run_1/port_nets.png
(4 px per micron)
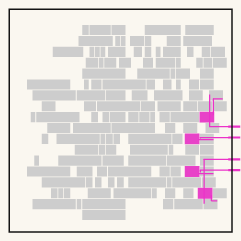
run_1/met2.png
(8 px per micron)
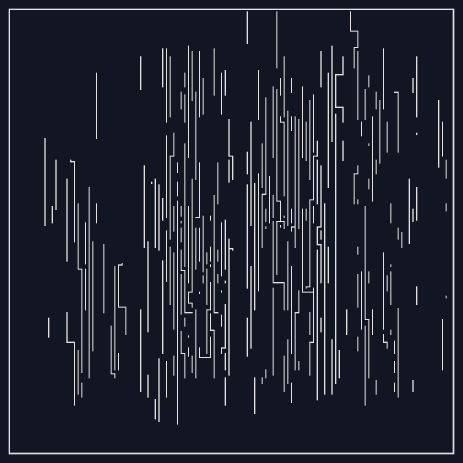
run_1/metal_stack.png
(4 px per micron) Only two layers are drawn.
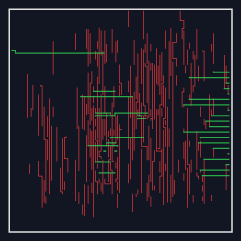
run_1/final_placement.png
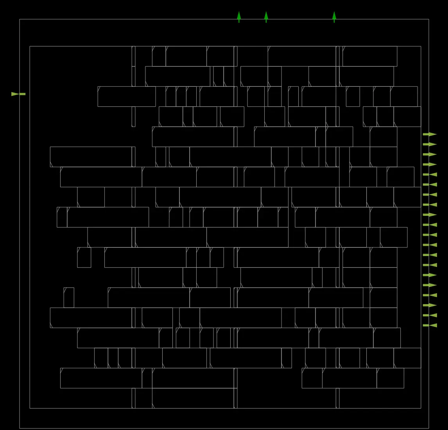
## src/rtl/flags_pkg.sv

```systemverilog
// Shared definitions for the status-flags register: flag bit positions,
// default width and the masked flag-write helper.
package flags_pkg;

    localparam int FLAG_W     = 4;
    localparam int FLAG_N     = 3;
    localparam int FLAG_Z     = 2;
    localparam int FLAG_C     = 1;
    localparam int FLAG_V     = 0;
    localparam int MAX_FLAG_W = 32;

    // Keep bits whose enable is low, take ALU bits whose enable is high.
    function automatic logic [MAX_FLAG_W-1:0] masked_write(
        input logic [MAX_FLAG_W-1:0] cur,
        input logic [MAX_FLAG_W-1:0] alu,
        input logic [MAX_FLAG_W-1:0] we
    );
        return (cur & ~we) | (alu & we);
    endfunction

endpackage

```

## src/rtl/flags_lifo.sv

```systemverilog
// Save/restore storage for flag snapshots. Only legal operations reach this
// block; the parent decides whether a push or pop is accepted.
module flags_lifo
    import flags_pkg::*;
#(
    parameter int FLAG_W = flags_pkg::FLAG_W,
    parameter int DEPTH  = 4
) (
    input  logic                       clk,
    input  logic                       reset,
    input  logic                       push_en,
    input  logic                       pop_en,
    input  logic                       xchg_en,
    input  logic [FLAG_W-1:0]          wr_data,
    output logic [FLAG_W-1:0]          top_data,
    output logic [$clog2(DEPTH+1)-1:0] count,
    output logic                       full,
    output logic                       empty
);

    localparam int CNT_W = $clog2(DEPTH + 1);
    localparam int IDX_W = (DEPTH > 1) ? $clog2(DEPTH) : 1;
    localparam int MEM_N = 1 << IDX_W;

    logic [FLAG_W-1:0] mem_r [MEM_N];
    logic [CNT_W-1:0]  count_r;
    logic [CNT_W-1:0]  top_cnt_s;
    logic [IDX_W-1:0]  top_idx_s;
    logic [IDX_W-1:0]  wr_idx_s;

    // Top-of-stack index; clamps to 0 when empty so the read stays in range.
    always_comb begin
        top_cnt_s = {CNT_W{1'b0}};
        if (count_r != {CNT_W{1'b0}}) begin
            top_cnt_s = count_r - {{(CNT_W-1){1'b0}}, 1'b1};
        end else begin
            top_cnt_s = {CNT_W{1'b0}};
        end
        top_idx_s = top_cnt_s[IDX_W-1:0];
        if (push_en) begin
            wr_idx_s = count_r[IDX_W-1:0];
        end else begin
            wr_idx_s = top_idx_s;
        end
    end

    // Storage and occupancy count.
    always_ff @(posedge clk) begin
        if (reset) begin
            for (int i = 0; i < MEM_N; i++) begin
                mem_r[i] <= {FLAG_W{1'b0}};
            end
            count_r <= {CNT_W{1'b0}};
        end else begin
            if (push_en || xchg_en) begin
                mem_r[wr_idx_s] <= wr_data;
            end
            if (push_en) begin
                count_r <= count_r + {{(CNT_W-1){1'b0}}, 1'b1};
            end else if (pop_en) begin
                count_r <= count_r - {{(CNT_W-1){1'b0}}, 1'b1};
            end else begin
                count_r <= count_r;
            end
        end
    end

    assign top_data = mem_r[top_idx_s];
    assign count    = count_r;
    assign full     = (count_r == CNT_W'(DEPTH));
    assign empty    = (count_r == {CNT_W{1'b0}});

endmodule

```

## src/rtl/flags_stack_reg.sv

```systemverilog
// Processor status-flags register with masked ALU writes, a save/restore
// LIFO and sticky overflow/underflow error reporting.
module flags_stack_reg
    import flags_pkg::*;
#(
    parameter int                                FLAG_W    = flags_pkg::FLAG_W,
    parameter int                                DEPTH     = 4,
    parameter logic [FLAG_W-1:0]                 RESET_VAL = {FLAG_W{1'b0}}
) (
    input  logic                       clk,
    input  logic                       reset,
    input  logic [FLAG_W-1:0]          alu_flags,
    input  logic [FLAG_W-1:0]          flag_we,
    input  logic                       push,
    input  logic                       pop,
    input  logic                       err_clr,
    output logic [FLAG_W-1:0]          cur_flags,
    output logic [$clog2(DEPTH+1)-1:0] stack_count,
    output logic                       stack_full,
    output logic                       stack_empty,
    output logic                       err_ovf,
    output logic                       err_unf
);

    logic [FLAG_W-1:0]     cur_flags_r;
    logic                  err_ovf_r;
    logic                  err_unf_r;
    logic [MAX_FLAG_W-1:0] wide_nxt_s;
    logic [FLAG_W-1:0]     nxt_s;
    logic [FLAG_W-1:0]     cur_next_s;
    logic [FLAG_W-1:0]     top_data_s;
    logic                  full_s;
    logic                  empty_s;
    logic                  do_push_s;
    logic                  do_pop_s;
    logic                  do_xchg_s;
    logic                  ovf_evt_s;
    logic                  unf_evt_s;

    // Legality decode and next-flag selection; a restore overrides the ALU write.
    always_comb begin
        wide_nxt_s = masked_write(MAX_FLAG_W'(cur_flags_r), MAX_FLAG_W'(alu_flags),
                                  MAX_FLAG_W'(flag_we));
        nxt_s      = wide_nxt_s[FLAG_W-1:0];
        do_push_s  = push && !pop && !full_s;
        do_pop_s   = pop && !push && !empty_s;
        do_xchg_s  = push && pop && !empty_s;
        ovf_evt_s  = push && !pop && full_s;
        unf_evt_s  = pop && empty_s;
        if (do_pop_s || do_xchg_s) begin
            cur_next_s = top_data_s;
        end else begin
            cur_next_s = nxt_s;
        end
    end

    flags_lifo #(
        .FLAG_W (FLAG_W),
        .DEPTH  (DEPTH)
    ) u_lifo (
        .clk      (clk),
        .reset    (reset),
        .push_en  (do_push_s),
        .pop_en   (do_pop_s),
        .xchg_en  (do_xchg_s),
        .wr_data  (cur_flags_r),
        .top_data (top_data_s),
        .count    (stack_count),
        .full     (full_s),
        .empty    (empty_s)
    );

    // Current flags and sticky errors; a new error event beats err_clr.
    always_ff @(posedge clk) begin
        if (reset) begin
            cur_flags_r <= RESET_VAL;
            err_ovf_r   <= 1'b0;
            err_unf_r   <= 1'b0;
        end else begin
            cur_flags_r <= cur_next_s;
            if (ovf_evt_s) begin
                err_ovf_r <= 1'b1;
            end else if (err_clr) begin
                err_ovf_r <= 1'b0;
            end else begin
                err_ovf_r <= err_ovf_r;
            end
            if (unf_evt_s) begin
                err_unf_r <= 1'b1;
            end else if (err_clr) begin
                err_unf_r <= 1'b0;
            end else begin
                err_unf_r <= err_unf_r;
            end
        end
    end

    assign cur_flags   = cur_flags_r;
    assign stack_full  = full_s;
    assign stack_empty = empty_s;
    assign err_ovf     = err_ovf_r;
    assign err_unf     = err_unf_r;

endmodule

```

## config.mk

```make
export PLATFORM = sky130hd
export DESIGN_NAME = flags_stack_reg
export DESIGN_NICKNAME = d
export VERILOG_FILES = /design/src/rtl/flags_pkg.sv /design/src/rtl/flags_lifo.sv /design/src/rtl/flags_stack_reg.sv
export SDC_FILE = /design/constraint.sdc
export NUM_CORES = 1
export LEC_CHECK = 0
export ABC_CLOCK_PERIOD_IN_PS = 2400
export CORE_UTILIZATION = 46
export DETAILED_ROUTE_END_ITERATION = 8
export GPL_TIMING_DRIVEN = 0
export PLACE_DENSITY = 0.77
export SLEW_MARGIN = 5
export SYNTH_ARGS = -nofsm -noshare
export SYNTH_HDL_FRONTEND = slang
export SYNTH_HIERARCHICAL = 1
export SYNTH_SLANG_ARGS = --single-unit
```

## constraint.sdc

```tcl
create_clock -name clk -period 2.4 [get_ports clk]
set_input_delay 0.24 -clock clk [delete_from_list [all_inputs] [get_ports clk]]
set_output_delay 0.24 -clock clk [all_outputs]
set_load 0.005 [all_outputs]
```

==> notes.md, run 1 <==
Implementation progress

After Yosys synthesis, full adders, half adders and majority gates account for 3.82% of the synthesized area. The switching portion of total power stands at 28.8%. The net count after synthesis stands at 125.

The setup skew after layout stands at 0.00249 ns. By instance count after routing, the leading logic cell type is clkdlybuf4s50_1. Sorting the synthesized cells by how often they occur yields edfxtp_1 (16), nor3_1 (12), dfxtp_1 (9), inv_1 (9), nor2_1 (7).

Summed over all cells, the static leakage comes to 0.621 nW. For this run, the top clock speed supported by timing is 0.436 GHz. The register bit total from synthesis stands at 25. The area growth from synthesis to layout stands at 30.9%. Clock tree synthesis selected as its root buffer the cell clkbuf_4. The routed layout has 996 vias. The post-cts hold-fix buffer tally stands at 0. In this run the worst path has a maximum fanout of 6.

The flow ran to the end, and the final reports show no timing, DRC or antenna violations. The maximum resistive drop on vdd stands at 0.412 mV. For reference, simple AND, OR, NAND and NOR cells occupy 16.1% of the area reported after synthesis. For this run, the register share of the synthesized area comes to 50.5%. The placed cell area stands at 1580 sq um. After detailed routing, the average wire length per cell comes to 17.0 microns.

Looking at the worst setup and hold paths, the clock pins of their registers show a slew of 0.13 ns. For reference, compound AND-OR and OR-AND cells occupy 13.0% of the area reported after synthesis. The floorplan step defined a die boundary enclosing 3060 sq um. The leftover overflow at the end of global routing stands at 0. The total half-perimeter wirelength after legalization and detailed placement stands at 2.07 mm.

The number of different library cells in the post-synthesis netlist stands at 31. The post-synthesis instance area stands at 1310 sq um. Sequential cells consume a total of 0.520 mW. For the clock group, total power comes out at 0.189 mW. The chip area line of the yosys report stands at 1310 sq um. By instance count, the leading cell after synthesis is edfxtp_1. Among the non-sequential cells, simple AND/OR/NAND/NOR gates take the most area. The residual DRC count stands at 0.
-- port_nets.png (at the start) --
legend:
  flag_we:
    colour: magenta
    bits: 4
    direction: input
    edge: right
    end_cells: 4
    buffers: 4
    wire: 61.5 microns
Ports: 24
buffers added on ports: 23

-- met2.png (at the start) --
nets with wire on the layer: 138
wire length on this layer: 1,400 microns
share of all routed wire: 50%
main direction: vertical
longest straight run: 33.7 microns

-- metal_stack.png (at the start) --
legend:
  met3:
    colour: green
    wire_length: 191 microns
  met2:
    colour: red
    wire_length: 1,400 microns

-- final_placement.png (at the start) --
core region area: 2590 sq um
num sequential: 25
final cell utilization of the core: 66.1%
number of non-filler instances in the completed layout: 166
Placement Rows: 18

run 1: final timing paths:
path                    from  slack [ns]                  to  cells after the start
max          u_lifo/count[0]        0.11  u_lifo/mem_r[2][1]                      7
min                  err_unf        0.47             err_unf                      2
max reg2reg  u_lifo/count[0]        0.11  u_lifo/mem_r[2][1]                      7
min reg2reg          err_unf        0.47             err_unf                      2
run 1: repair_timing:
action,in CTS,in global routing
gates cloned,0,1
resized,16,7
pin swaps,2,3
hold endpoints to repair,0,0
setup endpoints to repair,32,22
run 1: final cells by class:
class,instances,area share (%)
Inverter,9,1.97
Buffer,1,0.438
Sequential cell,25,38.9
Tap cell,30,2.19
Clock buffer,4,1.53
Timing Repair Buffer,23,13.4
Multi-Input combinational cell,74,41.6
run 1: worst max-delay path, stage by stage, from the launching register on:
cell and delay [ns]:
dfxtp_4 0.41, inv_1 0.08, ha_2 0.24, ha_1 0.25
nor3_4 0.20, and2b_2 0.31, o221a_4 0.31, o21ai_4 0.20
run 1: routing by layer:
metal,part of all wire (%),global-route usage (%)
met2,50,32.7
met4,1.6,7.50
met3,6.7,3.98
met5,0,0
met1,42,23.4
run 1: through the flow:
| stage | setup TNS (ns) | util, % | worst slack (ns) | std cells |
|---|---|---|---|---|
| final | 0 | 66.1 | 0.109 | 166 |
| after global placement | -3.09 | 60.9 | -0.199 | 161 |
| after global routing | 0 | 66.1 | 0.0193 | 166 |
| after floorplan | 0 | - | 0.0277 | 108 |
| after CTS | 0 | 64.6 | 0.0000686 | 165 |
| after detailed placement | -6.43 | 60.9 | -0.363 | 161 |
==> run 2: changes to the inputs <==
Settings changed: GPL_ROUTABILITY_DRIVEN set to 1, HOLD_SLACK_MARGIN set to 0.15.
run_2/met2.png
(8 px per micron)
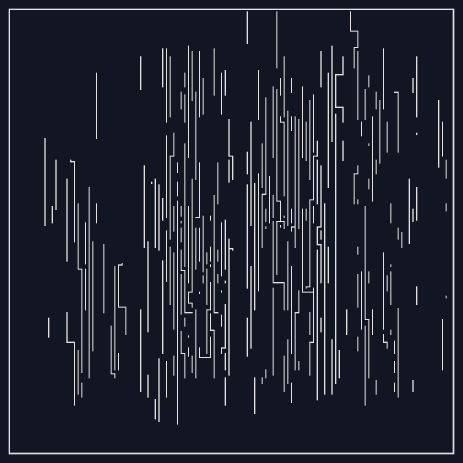
GR Util met2: 32.7%
via count: 996
wire length reported by the detailed router: 2.83 mm

==> notes.md, run 2 <==
Implementation progress

The post-route core utilization stands at 66.1% (unchanged). The total sequential power was 0.520 mW (about the same). The stage delay of the slowest cell on the critical path stands at 0.41 ns (about the same). The sum of routed wire segments on met1 is 1.19 mm (unchanged). The count of boundary I/O pins is 24 (unchanged). The post-detailed-route wirelength per cell stands at 17.0 microns (unchanged).

The placed cell area stands at 1580 sq um (unchanged). The global-route track usage on met1 stands at 23.4% (unchanged). The number of port buffers stands at 23 (unchanged). The chip area line of the yosys report stands at 1310 sq um (unchanged). The sequential cell area fraction in the yosys report stands at 50.5% (unchanged).

The net count after synthesis came to 125 (unchanged). The internal power of the cells stands at 0.719 mW. The clock input transition at the sequential cells of the worst setup and hold paths stands at 0.13 ns (about the same). The area growth from synthesis to layout stands at 30.9% (unchanged). The sum of negative setup slack is 0 ns (unchanged). The residual DRC count is 0 (unchanged). The register bit total from synthesis was 25 (unchanged). The switching portion of total power came to 28.8% (unchanged). The met3 capacity usage during global routing stands at 3.98% (unchanged). The reported clock group power stands at 0.189 mW (about the same). The post-synthesis instance area is 1310 sq um (unchanged). Signal routing reaches up to met4. CTS placed an instance of clkbuf_4 at the clock tree root. The floorplan die area stands at 3060 sq um (unchanged).

The placeable core area is 2590 sq um (unchanged). The post-cts hold-fix buffer tally stands at 0 (unchanged). Among cell families on the critical path, the largest total delay comes from simple AND/OR/NAND/NOR gates. Global route summary, busiest routing layer listed as met2. The flow ran to the end, and the final reports show no timing, DRC or antenna violations. The setup skew after layout is 0.00249 ns (unchanged). The count of buffering cells on the critical path with inverters included stands at 1 (unchanged). The maximum resistive drop on vdd is 0.412 mV (unchanged). Leaving out fill and tap cells, the most frequent cell in the layout is clkdlybuf4s50_1. The sum of met2 wire segment lengths after detailed routing stands at 1.40 mm (unchanged). The number of rows in the core area stands at 18 (unchanged). The timing report shows that the slowest cell on the worst path is dfxtp_4. The leftover overflow at the end of global routing came to 0 (unchanged). TritonCTS built the clock tree.

The leakage power is 0.621 nW (unchanged). Among all cell types in the netlist, the one instantiated most often is edfxtp_1.
-- run 2: cell counts after synthesis --
No cell type changed its count.
-- run 2: through the flow --
stage	hold slack (ns)	setup WS, ns
CTS	0.477	0.0000686
floorplan	0.309	0.0277
detailed placement	0.458	-0.363
global placement	0.459	-0.199
finish	0.473	0.109
global route	0.494	0.0193
-- run 2: path summary, 6_finish.rpt --
| path | startpoint | endpoint | slack, ns | cells past startpoint |
|---|---|---|---|---|
| setup / recovery | u_lifo/count[0] | u_lifo/mem_r[2][1] | 0.11 | 7 |
| hold / removal | err_unf | err_unf | 0.47 | 2 |
| setup reg to reg | u_lifo/count[0] | u_lifo/mem_r[2][1] | 0.11 | 7 |
| hold reg to reg | err_unf | err_unf | 0.47 | 2 |
-- run 2: timing repair --
action | 4_1_cts | 5_1_grt
pin swaps | 2 | 3
endpoints found under the setup margin | 32 | 22
cloned | 0 | 1
resized | 16 | 7
-- run 2: area by class of cell --
cell class | instances | share of cell area (%)
multi-input cells | 74 | 41.6
inverters | 9 | 1.97
flip-flops and latches | 25 | 38.9
well taps | 30 | 2.19
repair buffers | 23 | 13.4
plain buffers | 1 | 0.438
clock buffers | 4 | 1.53
-- run 2: worst register-to-register path: stages (launching register included) --
cell and delay, ns:
dfxtp_4 0.41, inv_1 0.08, ha_2 0.24, ha_1 0.25, nor3_4 0.20, and2b_2 0.32
o221a_4 0.31, o21ai_4 0.20
-- run 2: logic make-up after synthesis --
family	Yosys count	synth area share [%]
adders and majority gates	4	3.82
xor gates and xnor gates	1	0.669
AOI/OAI and AO/OA	21	13.0
muxes	9	12.8
and+or+nand+nor	38	16.1
DFF	25	50.5
buffers and inverters	10	3.15
Power figures rest on the tool's default switching activity, not on a simulated workload.
